**src/rtl/svn_pkg.sv**
```systemverilog
// Shared constants and types for the seven-segment capture block.
package svn_pkg;

  // Width of the segment vector {CA,CB,CC,CD,CE,CF,CG}.
  localparam int SEG_W = 7;

  // Nibble used for blank and for unrecognised patterns.
  localparam logic [3:0] NIBBLE_BLANK = 4'hF;

  // Active-low segment patterns, bit 6 = CA ... bit 0 = CG.
  localparam logic [SEG_W-1:0] SEG_0     = 7'b0000001;
  localparam logic [SEG_W-1:0] SEG_1     = 7'b1001111;
  localparam logic [SEG_W-1:0] SEG_2     = 7'b0010010;
  localparam logic [SEG_W-1:0] SEG_3     = 7'b0000110;
  localparam logic [SEG_W-1:0] SEG_4     = 7'b1001100;
  localparam logic [SEG_W-1:0] SEG_5     = 7'b0100100;
  localparam logic [SEG_W-1:0] SEG_6     = 7'b0100000;
  localparam logic [SEG_W-1:0] SEG_7     = 7'b0001111;
  localparam logic [SEG_W-1:0] SEG_8     = 7'b0000000;
  localparam logic [SEG_W-1:0] SEG_9     = 7'b0000100;
  localparam logic [SEG_W-1:0] SEG_BLANK = 7'b1111111;

  // How many anodes are selected in the current cycle.
  typedef enum logic [1:0] {
    AN_IDLE  = 2'd0,
    AN_ONE   = 2'd1,
    AN_MULTI = 2'd2
  } an_kind_e;

  // One captured digit as held in the shadow frame.
  typedef struct packed {
    logic [3:0] nibble;
    logic       dp;
    logic       blank;
  } slot_t;

endpackage

```
**src/rtl/svn_encdr.sv**
```systemverilog
// Combinational decoder from an active-low segment vector to a digit nibble.
module svn_encdr
  import svn_pkg::*;
(
  input  logic [SEG_W-1:0] seg,
  output logic [3:0]       nibble,
  output logic             blank,
  output logic             illegal
);

  // Pattern lookup; anything not in the table is flagged illegal.
  always_comb begin
    // NOTE: every output gets a default before the case so no path leaves it unassigned (no latch).
    nibble  = NIBBLE_BLANK;
    blank   = 1'b0;
    illegal = 1'b0;
    case (seg)
      SEG_0:     nibble = 4'd0;
      SEG_1:     nibble = 4'd1;
      SEG_2:     nibble = 4'd2;
      SEG_3:     nibble = 4'd3;
      SEG_4:     nibble = 4'd4;
      SEG_5:     nibble = 4'd5;
      SEG_6:     nibble = 4'd6;
      SEG_7:     nibble = 4'd7;
      SEG_8:     nibble = 4'd8;
      SEG_9:     nibble = 4'd9;
      SEG_BLANK: blank  = 1'b1;
      default:   illegal = 1'b1;
    endcase
  end

endmodule

```
**src/rtl/svn_capture.sv**
```systemverilog
// Samples a multiplexed seven-segment display bus and assembles complete
// frames of NUM_DIG digits, presented through a valid/ready handshake.
module svn_capture
  import svn_pkg::*;
#(
  parameter int STABLE  = 2,  // identical cycles required before sampling, 1..15
  parameter int NUM_DIG = 8
) (
  input  logic                 clk,
  input  logic                 sys_rst_n,
  input  logic                 CA,
  input  logic                 CB,
  input  logic                 CC,
  input  logic                 CD,
  input  logic                 CE,
  input  logic                 CF,
  input  logic                 CG,
  input  logic                 DP,
  input  logic [NUM_DIG-1:0]   AN,
  output logic [4*NUM_DIG-1:0] frame_data,
  output logic [NUM_DIG-1:0]   frame_dp,
  output logic [NUM_DIG-1:0]   frame_blank,
  output logic                 frame_valid,
  input  logic                 frame_ready,
  output logic                 err,
  output logic                 overrun
);

  localparam int         IN_W      = NUM_DIG + SEG_W + 1;
  localparam int         IDX_W     = (NUM_DIG > 1) ? $clog2(NUM_DIG) : 1;
  localparam logic [3:0] STABLE_C  = 4'(STABLE);
  localparam logic [3:0] STABLE_M1 = 4'(STABLE - 1);

  logic [SEG_W-1:0]   seg;
  logic [IN_W-1:0]    cur;
  logic [IN_W-1:0]    prev;
  logic [3:0]         cnt;
  logic               same;
  logic               sample;

  logic [3:0]         dec_nibble;
  logic               dec_blank;
  logic               dec_illegal;

  an_kind_e           an_kind;
  logic [IDX_W-1:0]   an_idx;

  logic               write_en;
  logic [NUM_DIG-1:0] seen;
  logic [NUM_DIG-1:0] seen_next;
  logic               seen_full;
  logic               copy;
  logic               drop;

  slot_t              shadow [NUM_DIG];
  logic [4*NUM_DIG-1:0] shadow_data;
  logic [NUM_DIG-1:0]   shadow_dp;
  logic [NUM_DIG-1:0]   shadow_blank;

  assign seg  = {CA, CB, CC, CD, CE, CF, CG};
  assign cur  = {AN, seg, DP};
  assign same = (cur == prev);

  // A sample fires on the cycle the counter steps up to STABLE; once it
  // saturates no further sample occurs until the inputs change.
  assign sample = same && (cnt == STABLE_M1);

  svn_encdr u_encdr (
    .seg     (seg),
    .nibble  (dec_nibble),
    .blank   (dec_blank),
    .illegal (dec_illegal)
  );

  // Input history and stability counter.
  always_ff @(posedge clk or negedge sys_rst_n) begin
    // NOTE: state registers use non-blocking assignments so every flop sees pre-edge values.
    if (!sys_rst_n) begin
      prev <= '1;
      cnt  <= '0;
    end else begin
      prev <= cur;
      if (!same)
        cnt <= '0;
      else if (cnt != STABLE_C)
        cnt <= cnt + 4'd1;
    end
  end

  // Classify the anode selects: none, exactly one (with its index), or several.
  always_comb begin
    an_kind = AN_IDLE;
    an_idx  = '0;
    for (int i = 0; i < NUM_DIG; i++) begin
      if (!AN[i]) begin
        if (an_kind == AN_IDLE) begin
          an_kind = AN_ONE;
          an_idx  = IDX_W'(i);
        end else begin
          an_kind = AN_MULTI;
        end
      end
    end
  end

  assign write_en  = sample && (an_kind == AN_ONE);
  assign seen_full = &seen;
  assign copy      = seen_full && (!frame_valid || frame_ready);
  assign drop      = seen_full && frame_valid && !frame_ready;

  // Completing a frame clears the seen mask; a write in the same cycle still lands.
  always_comb begin
    seen_next = seen_full ? '0 : seen;
    if (write_en)
      seen_next[an_idx] = 1'b1;
  end

  // Shadow slots are gated by the seen mask, so they carry no reset.
  always_ff @(posedge clk) begin
    // NOTE: data storage is left unreset; validity is tracked by the reset seen mask instead.
    if (write_en)
      shadow[an_idx] <= '{nibble: dec_nibble, dp: ~DP, blank: dec_blank};
  end

  // Flatten the shadow slots into the frame output layout.
  always_comb begin
    shadow_data  = '0;
    shadow_dp    = '0;
    shadow_blank = '0;
    for (int i = 0; i < NUM_DIG; i++) begin
      shadow_data[4*i +: 4] = shadow[i].nibble;
      shadow_dp[i]          = shadow[i].dp;
      shadow_blank[i]       = shadow[i].blank;
    end
  end

  // Capture bookkeeping, status pulses and the presented frame.
  always_ff @(posedge clk or negedge sys_rst_n) begin
    if (!sys_rst_n) begin
      seen        <= '0;
      err         <= 1'b0;
      overrun     <= 1'b0;
      frame_data  <= '0;
      frame_dp    <= '0;
      frame_blank <= '0;
      frame_valid <= 1'b0;
    end else begin
      seen    <= seen_next;
      err     <= sample && ((an_kind == AN_MULTI) ||
                            ((an_kind == AN_ONE) && dec_illegal));
      overrun <= drop;
      if (copy) begin
        frame_data  <= shadow_data;
        frame_dp    <= shadow_dp;
        frame_blank <= shadow_blank;
        frame_valid <= 1'b1;
      end else if (frame_valid && frame_ready) begin
        frame_valid <= 1'b0;
      end
    end
  end

endmodule

```
**config.mk**
```make
export PLATFORM = sky130hd
export DESIGN_NAME = svn_capture
export DESIGN_NICKNAME = d
export VERILOG_FILES = /design/src/rtl/svn_pkg.sv /design/src/rtl/svn_encdr.sv /design/src/rtl/svn_capture.sv
export SDC_FILE = /design/constraint.sdc
export NUM_CORES = 1
export LEC_CHECK = 0
export CAP_MARGIN = 0
export CORE_MARGIN = 1
export CORE_UTILIZATION = 30
export CTS_CLUSTER_SIZE = 10
export DETAILED_ROUTE_END_ITERATION = 6
export GPL_TIMING_DRIVEN = 0
export HOLD_SLACK_MARGIN = 0.06
export PLACE_DENSITY = 0.58
export SYNTH_ARGS = -nofsm -noshare
export SYNTH_HDL_FRONTEND = slang
export SYNTH_SLANG_ARGS = --single-unit
export TNS_END_PERCENT = 50
```
**constraint.sdc**
```tcl
create_clock -name clk -period 3.46 [get_ports clk]
set_clock_uncertainty 0.2 [all_clocks]
set_input_delay 0.692 -clock clk [delete_from_list [all_inputs] [get_ports clk]]
set_output_delay 0.692 -clock clk [all_outputs]
set_load 0.01 [all_outputs]
```
### The metal 2 layer, run 1

Bar = 50 µm.
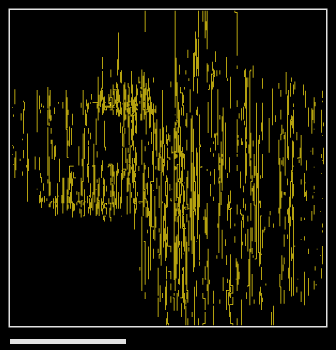
longest straight run	67.1 µm
share of all routed wire	47%
nets with wire on the layer	468
Global Route met2 Usage: 21.0%
vias post-DR: 3548
total routed wirelength: 11900 µm

### Met3 routing, run 1

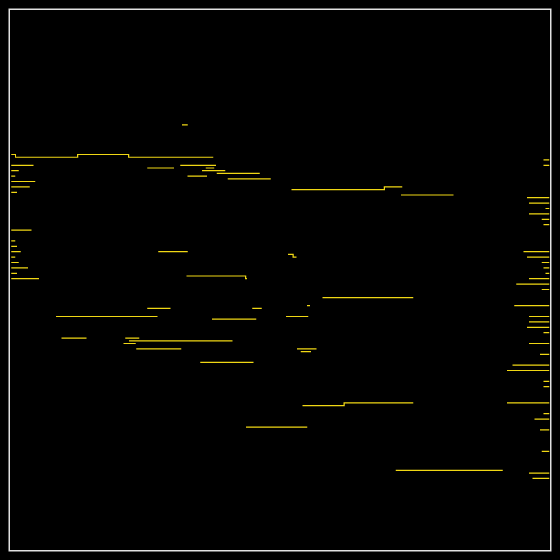
main direction	horizontal
nets with wire on the layer	69
longest straight run	26.7 µm
wire length on this layer	552 µm

==> out/metrics.cfg, run 1 <==
[setup_path]
critical_path.reg2reg.endpoint=shadow[0][1]$_DFFE_PP_
r2r.worst_path.cells=7
setup.worst_path.class=input port to flop
cp_top_family=AND-OR/OR-AND gates
crit_path_start_kind=input port
worstPathRequired_ns=3.39
worst-endpoint-arrival_ns=3.26
crit_path_top_delay_cell=a311o_2
cp_startpoint=AN[1]
top_fanout_value_on_the_critical_path=7
cp-endpoint=shadow[0][1]$_DFFE_PP_
worstReg2RegStart=prev[0]$_DFF_PN1_
r2r_setup_slack_ns=0.58
timing.critical_path.cells=dlygate4sd2_1, inv_1, ha_4, and2_1, o21ai_0, a21o_1, a311o_1, a311o_2, nor3_4, buf_12
crit_buf_inv=3
cpPeakStageDelay_ns=0.47
worstSetupEndpointType=flop
timing.critical_path.depth=10

[pwr]
power_report.internal_total_mw=2.80
p_per_area_mw_per_mm2=499
switchingPower_uw=806
seqPwrFrac_pct=43.9
vdd_drop_max_mv=0.345
power.share.clock_pct=49.9
switching_share_pct=22.3
leakage_nw=3.02
power.share.combinational_pct=6.2

[cells_and_area]
finish.net_count=520
post_synthesis_to_final_layout_area_growth_pct=34.2
layout-drive-gt1-share_pct=27.0
antenna-diode-count=0

[synth]
ys_chip_area_mm2=0.00539
ys_sh_xor_pct=3.09
async_flop_share_pct=62.2
dominantRegCellSynth=dfrtp_1
synthesis.yosys.warnings=0
synthesis.instances=394
numSynthFlops=127
adder_share_pct=1.63
mappedNetlistArea_mm2=0.00539
compound_area_share_pct=7.24
syn_nets=420
synth-edff-count=48
ys_seq_share_pct=63.8
simple_gate_share_pct=11.5
synthesis.area_per_instance_um2=13.7
ys_top_logic_family=simple AND/OR/NAND/NOR gates
yosys-stat-cells=394
post_synth_num_cell_types=60
synthMuxAreaShare_pct=10.4

[cts]
clkLatencyLatePin_ns=0.41
cts.htree.levels=4
clock_tree.root_cell=clkbuf_16
clock_tree_from_tritoncts=built
clk_pin_slew_worst_setup_hold_paths_ns=0.05
numCtsBuffers=17
cts_sinks=127
cts.path.max_buffers=2

[floorplanning]
i_o_pin_total=70
fp_util_pct=30.9
die_width_um=136
chip_area_mm2=0.0185
core_area_mm2=0.0174
chipHeight_um=136
row_count=48

[timing]
max_freq_mhz=300
finalHoldViolCount=0
layout_min_cycle_time_ns=3.33
worst-slew-pin-transition_ns=1.00
final-max-slew-violation-count=0
timing.final.crit_share_pct=96.2
final_critical_path_setup_slack_ns=0.130
slew_margin_rel_pct=33.0
setup_viol_count_final=0
whs_ns=0.261

[global_routing]
grt_start_max_net_pins=70
busiest_layer=met2
grt.met1_usage_pct=18.8
grt_pass1_wl_um=19000
antenna_found_initial=0
first_global_vias=3470
use_met3_pct=3.06
grt.total_usage_pct=13.7
global_route.overflow_total=0

[min_path]
holdPathStages=1
hold_path_startpoint=AN[0]
hold_path_end=prev[8]$_DFF_PN1_
hp-class=input port to flop

[placement]
placement.io_buffers=69
pre_cts_ws_ns=-1.31
post-dp-hpwl_um=8130
final_wtd_congestion=0.797

[detailed_routing]
detailedRoute.firstPassIterationCount=4
remaining_antenna_violation_count_after_routing=0
routed_wire_length_per_instance_um=16.2
detailedRoute.firstIterationViolations=265
remaining_drc_errors=0
vias_per_cell=4.85

[run]
log.warning_count=31
number_of_max_capacitance_violations_reported=0

[outcome]
run_status=complete, no violations

### Sequential cells grouped by signal name, run 1

Bar = 50 µm.
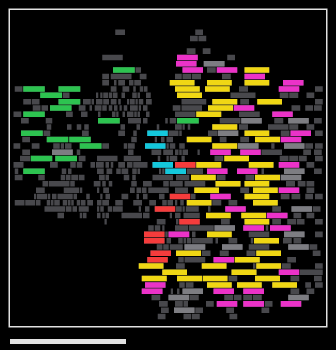
netlist name	color	placed flops
`seen`	red	8
`prev`	green	16
`shadow`	yellow	48
`cnt`	cyan	4
`frame_data`	magenta	32
not colored	19
final core occ: 41.5%
share of cell area taken by flip-flops and latches: 47.6%

run 1: synth_stat cells, drive strengths merged (2+ instances only):
master   n  share of area [%]
dfrtp   63                 29
mux2    49                 10
edfxtp  48                 27
nand2   20                1.4
nor2    17                1.2
dfstp   16                7.8
xor2    16                2.6
nor3    12                1.1
o21ai   12                1.1
buf     11                1.1
nand2b  11                1.3
inv     10               0.70
clkbuf   8               0.56
nor4     8               0.93
ha       7                1.6
nand3    6               0.65
nand4    6               0.70
o31ai    6               0.84
a21oi    5               0.46
nor2b    5               0.58
o211ai   5               0.70
a211oi   4               0.65
nor3b    4               0.86
a21o     3               0.42
and2     3               0.39
and4     3               0.53
o21a     3               0.42
o22ai    3               0.35
or3      3               0.35
xnor2    3               0.49
a211o    2               0.49
a311o    2               0.37
and3     2               0.23
and3b    2               0.33
run 1: timing repair:
item / in CTS / in global routing
pin swaps: 4 / 7
hold buffers: 1 / 0
endpoints found under the setup margin: 52 / 36
gates resized: 19 / 9
endpoints found under the hold margin: 10 / 0
buffers inserted: 5 / 6
run 1: stage by stage:
stage | util (%) | instance area, µm² | std cells | power (mW) | setup TNS [ns]
global route | 41.5 | 7230 | 732 | 3.74 | -0.00791
global placement | 36.5 | 6360 | 688 | 1.80 | -156.91
CTS | 41.0 | 7140 | 726 | 3.64 | 0
detailed placement | 36.7 | 6400 | 689 | 1.81 | -58.18
floorplan | - | 5390 | 394 | 1.72 | 0
finish | 41.5 | 7230 | 732 | 3.61 | 0
run 1: flip-flops by register name, summed over array words and instances, names as in the netlist:
register     flops
overrun          1
frame_data      32
frame_valid      1
frame_dp         8
frame_blank      8
prev            16
shadow          48
seen             8
cnt              4
err              1
run 1: placed cells by master, fill, tap and decap left out, types with 3 or more instances in the layout:
master and instances:
o211ai_1 5, mux2_2 49, clkbuf_16 17, nand2b_1 11, a21o_1 3, nand3_1 5, nor4_1 7, clkinv_4 4
o21ai_0 12, dfstp_2 16, xnor2_1 3, a21oi_1 5, buf_1 4, o21a_1 3, nor2_1 17, nand2_1 20
nor3_4 6, dlymetal6s2s_1 3, o31ai_1 6, bufinv_16 3, ha_1 6, clkdlybuf4s50_1 63, edfxtp_1 48, buf_4 11
nor3_1 6, nor2b_1 5, nand4_1 6, xor2_1 16, o22ai_1 3, or3_1 3, inv_1 10, dfrtp_1 63
clkbuf_1 10, buf_2 4
run 1: power by group through the flow:
stage / sequential, mW / clock, mW / combinational [mW]
after global placement: 1.61 / 0 / 0.192
after floorplan: 1.61 / 0 / 0.112
after CTS: 1.58 / 1.84 / 0.217
final: 1.58 / 1.80 / 0.225
after global routing: 1.58 / 1.91 / 0.247
after detailed placement: 1.61 / 0 / 0.201
run 1: cell type report:
type | instances | area, µm²
Multi-Input combinational cell | 238 | 1950
Fill cell | 1617 | 10200
Tap cell | 225 | 282
Clock inverter | 12 | 160
Buffer | 18 | 87.6
Sequential cell | 127 | 3440
Clock buffer | 20 | 437
Timing Repair Buffer | 82 | 835
Inverter | 10 | 37.5
run 1: layer usage:
layer / share of wire [%] / vias up
li1: - / 1647
met1: 48 / 1782
met2: 47 / 108
met3: 4.6 / 11
met4: 1.2 / 0
met5: 0 / -
### Routing congestion map, run 1

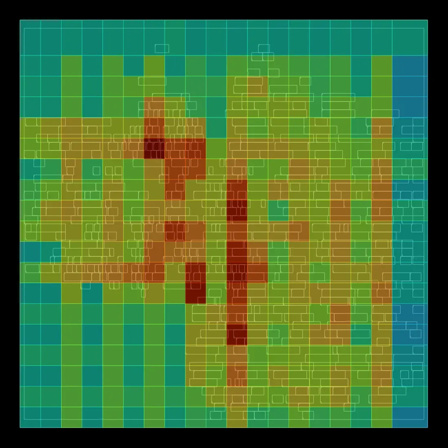

--- run 2 (diff from run 1) ---
--- a/config.mk
+++ b/config.mk
@@ -10,7 +10,6 @@
 export CORE_UTILIZATION = 30
 export CTS_CLUSTER_SIZE = 10
 export DETAILED_ROUTE_END_ITERATION = 6
-export GPL_TIMING_DRIVEN = 0
 export HOLD_SLACK_MARGIN = 0.06
 export PLACE_DENSITY = 0.58
 export SYNTH_ARGS = -nofsm -noshare
### Routing congestion map, run 2

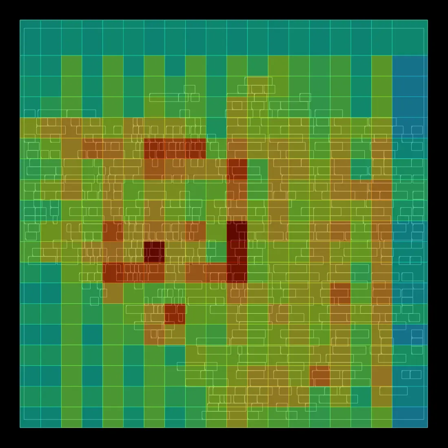
final core occ: 42.2%
busiest grt layer: met2
total routing resource utilization after global routing: 13.6%
global-route track usage on met1: 18.1%

==> out/metrics.cfg, run 2 <==
[outcome]
run_status=complete, no violations

[global_routing]
grt_pass1_wl_um=18900  ; -0.40%
grt_start_max_net_pins=80  ; +14%
first_global_vias=3584  ; +3.3%
global_route.overflow_total=0  ; unchanged
antenna_found_initial=0  ; unchanged

[pwr]
switching_share_pct=21.9  ; -0.45 points
power_report.internal_total_mw=2.85  ; +1.8%
p_per_area_mw_per_mm2=497  ; -0.37%
leakage_nw=3.09  ; +2.4%
seqPwrFrac_pct=43.3  ; -0.6 points
vdd_drop_max_mv=0.324  ; -5.9%
switchingPower_uw=800  ; -0.86%
power.share.combinational_pct=6.3  ; about the same
power.share.clock_pct=50.4  ; +0.5 points

[detailed_routing]
dr.max_layer_used=met4
routed_wl_met2_um=5450  ; -1.3%
routed_wire_length_per_instance_um=15.4  ; -5.0%
vias_per_cell=4.79  ; -1.1%
detailedRoute.firstIterationViolations=305  ; +15%
wl_met3_um=554  ; +0.54%
wl_met1_um=5480  ; -2.8%
remaining_antenna_violation_count_after_routing=0  ; unchanged
detailedRoute.firstPassIterationCount=4  ; unchanged
remaining_drc_errors=0  ; unchanged

[synth]
synthMuxAreaShare_pct=10.4  ; unchanged
adder_share_pct=1.63  ; unchanged
ys_top_logic_family=simple AND/OR/NAND/NOR gates
mappedNetlistArea_mm2=0.00539  ; unchanged
dominantRegCellSynth=dfrtp_1
synth_dominant_cell_count=dfrtp_1
synth-edff-count=48  ; unchanged
simple_gate_share_pct=11.5  ; unchanged
ys_top_cells_by_area=dfrtp_1 29%, edfxtp_1 27%, mux2_2 10%
synthesis.instances=394  ; unchanged
ys_sh_xor_pct=3.09  ; unchanged
synthesis.yosys.warnings=0  ; unchanged
yosys-stat-cells=394  ; unchanged
syn_nets=420  ; unchanged
numSynthFlops=127  ; unchanged
async_flop_share_pct=62.2  ; unchanged
top_cell_type_by_total_area_after_synthesis=dfrtp_1
synthesis.area_per_instance_um2=13.7  ; unchanged
post-synth-top-area-fraction_pct=29.3  ; unchanged
compound_area_share_pct=7.24  ; unchanged
ys_chip_area_mm2=0.00539  ; unchanged
netlist_top_cells_count=63 x dfrtp_1, 49 x mux2_2, 48 x edfxtp_1
ys_seq_share_pct=63.8  ; unchanged
post_synth_num_cell_types=60  ; unchanged

[timing]
max_freq_mhz=300  ; -0.22%
layout_min_cycle_time_ns=3.34  ; +0.00741 ns
final_critical_path_setup_slack_ns=0.123  ; -0.00741 ns
timing.final.crit_share_pct=96.4  ; +0.21 points
final-max-slew-violation-count=0  ; unchanged
slew_margin_rel_pct=30.5  ; -2.5 points
worst-slew-pin-transition_ns=1.04  ; +0.0424 ns
finalHoldViolCount=0  ; unchanged
setup_viol_count_final=0  ; unchanged
tns_ns=0  ; unchanged
whs_ns=0.264  ; +0.00346 ns

[cells_and_area]
post_synthesis_to_final_layout_area_growth_pct=36.2
largest_register=shadow
mostFrequentLayoutCells=68 x clkdlybuf4s50_1, 63 x dfrtp_1, 50 x buf_4, 49 x mux2_2, 48 x edfxtp_1
layout-drive-gt1-share_pct=30.7  ; +3.7 points
antenna-diode-count=0  ; unchanged
finish.net_count=540  ; +3.8%
comb_area_mm2=0.00187  ; -4.5%
final_cell_count_no_fill=752  ; +2.7%
biggestRegsByFlops=shadow x48, frame_data x32, prev x16
register_area_mm2=0.00344  ; unchanged
largest_register_ff_count=48  ; unchanged
nFillCells=1607  ; -0.62%
most_used_logic_cell_in_the_final_layout=clkdlybuf4s50_1

[cts]
clk_pin_slew_worst_setup_hold_paths_ns=0.06  ; about the same
cts_sinks=127  ; unchanged
numCtsBuffers=17  ; unchanged
clock_tree_from_tritoncts=built
cts.htree.levels=4  ; unchanged
cts.path.max_buffers=2  ; unchanged
clkLatencyLatePin_ns=0.41  ; about the same
cts.hold.buffers_added=0  ; -1
clock_tree.root_cell=clkbuf_16

[run]
number_of_max_capacitance_violations_reported=0  ; unchanged
log.warning_count=31  ; unchanged

[setup_path]
cp_top_family=buffers and inverters
worst-endpoint-arrival_ns=3.26  ; about the same
crit_buf_inv=4  ; +1
top_fanout_value_on_the_critical_path=10  ; +3
setup.worst_path.class=input port to flop
worstSetupEndpointType=flop
worstPathRequired_ns=3.39  ; about the same
critPathMostFrequentCell=buf_4
crit_path_top_delay_cell=clkdlybuf4s50_1
timing.critical_path.cells=clkdlybuf4s50_1, inv_1, ha_2, mux2_2, and3_1, a211oi_1, buf_4, nand4_1, and4_4, nor3_1, buf_4
crit_path_start_kind=input port
cpPeakStageDelay_ns=0.50  ; +0.03 ns

[floorplanning]
fp_util_pct=30.9  ; unchanged
core_area_mm2=0.0174  ; unchanged
chipHeight_um=136  ; unchanged
i_o_pin_total=70  ; unchanged
row_count=48  ; unchanged
die_width_um=136  ; unchanged
chip_area_mm2=0.0185  ; unchanged

[placement]
pre_cts_ws_ns=-0.497  ; +0.816 ns
post-dp-hpwl_um=7890  ; -2.9%
final_wtd_congestion=0.813  ; +2.1%
placement.io_buffers=69  ; unchanged
place.detailed.instances=719  ; +4.4%

[min_path]
hp-class=input port to asynchronous set/reset pin

### Met3 routing, run 2

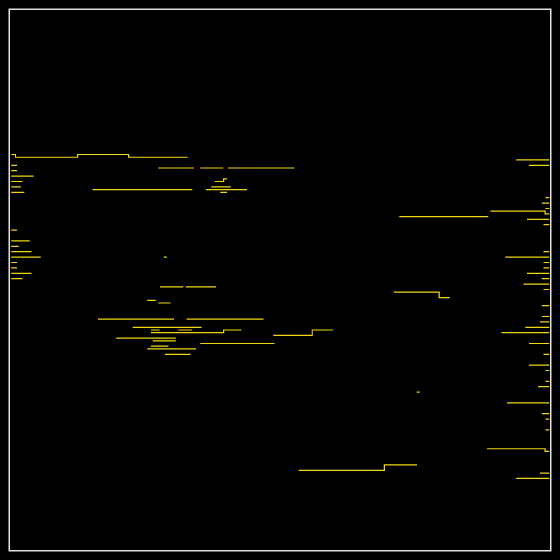
nets with wire on the layer	72
share of all routed wire	4.8%
wire length on this layer	555 µm
main direction	horizontal
longest straight run	24.8 µm
routing usage on met3: 4.18%
total routed wirelength: 11600 µm
vias post-DR: 3605

-- run 2: cell types whose count changed in the layout (fill, tap and decap cells not counted), moves of 5 or more --
cell,previous run,this run
clkdlybuf4s50_1,63,68
buf_4,11,50
clkbuf_1,10,2
nor3_4,6,0
-- run 2: power by group through the flow --
stage | sequential (mW) | clock [mW] | combinational (mW)
after floorplan | 1.61 | 0 | 0.112
after global placement | 1.61 | 0 | 0.217
after detailed placement | 1.61 | 0 | 0.223
after CTS | 1.58 | 1.88 | 0.225
after global routing | 1.58 | 1.95 | 0.254
final | 1.58 | 1.84 | 0.230
-- run 2: cells by family after synthesis --
kind of cell / after synthesis
adder cells (fa/ha/maj): 7
AND-OR/OR-AND: 54
flip-flops: 127
AND/OR/NAND/NOR: 108
XOR/XNOR: 19
multiplexers: 50
buffers and inverters: 29
-- run 2: area by class of cell --
cell class | count | area share (%)
Multi-Input combinational cell | 238 | 25.4
Timing Repair Buffer | 120 | 14.9
Clock buffer | 22 | 6.77
Inverter | 10 | 0.511
Clock inverter | 10 | 1.72
Tap cell | 225 | 3.83
Sequential cell | 127 | 46.8
-- run 2: per-layer routing --
metal,vias up,global-route usage [%]
met5,-,0
li1,1694,-
met2,111,21.2
met4,0,4.20
met3,6,4.18
met1,1794,18.1
-- run 2: through the flow --
step | area, µm² | power, mW
floorplan | 5390 | 1.72
global route | 7340 | 3.79
global placement | 6680 | 1.83
finish | 7340 | 3.65
CTS | 7310 | 3.68
detailed placement | 6680 | 1.83
-- run 2: path summary, 6_finish.rpt --
path / startpoint / to / slack, ns / depth (start not counted)
setup / recovery: AN[1] / shadow[2][2]$_DFFE_PP_ / 0.12 / 11
hold / removal: sys_rst_n / frame_dp[0]$_DFFE_PN0P_ / 0.26 / 1
setup reg to reg: prev[15]$_DFF_PN1_ / shadow[1][3]$_DFFE_PP_ / 0.71 / 8
hold reg to reg: shadow[3][2]$_DFFE_PP_ / frame_data[12]$_DFFE_PN0P_ / 0.27 / 1
max in group asynchronous: sys_rst_n / seen[0]$_DFF_PN0_ / 2.13 / 1
min in group clk: shadow[3][2]$_DFFE_PP_ / frame_data[12]$_DFFE_PN0P_ / 0.27 / 1
-- run 2: timing repair --
action / in CTS / in global routing
pin swaps: 0 / 2
endpoints found under the setup margin: 12 / 43
setup buffers: 0 / 1
resized: 1 / 6
Power and IR drop assume default switching activity.
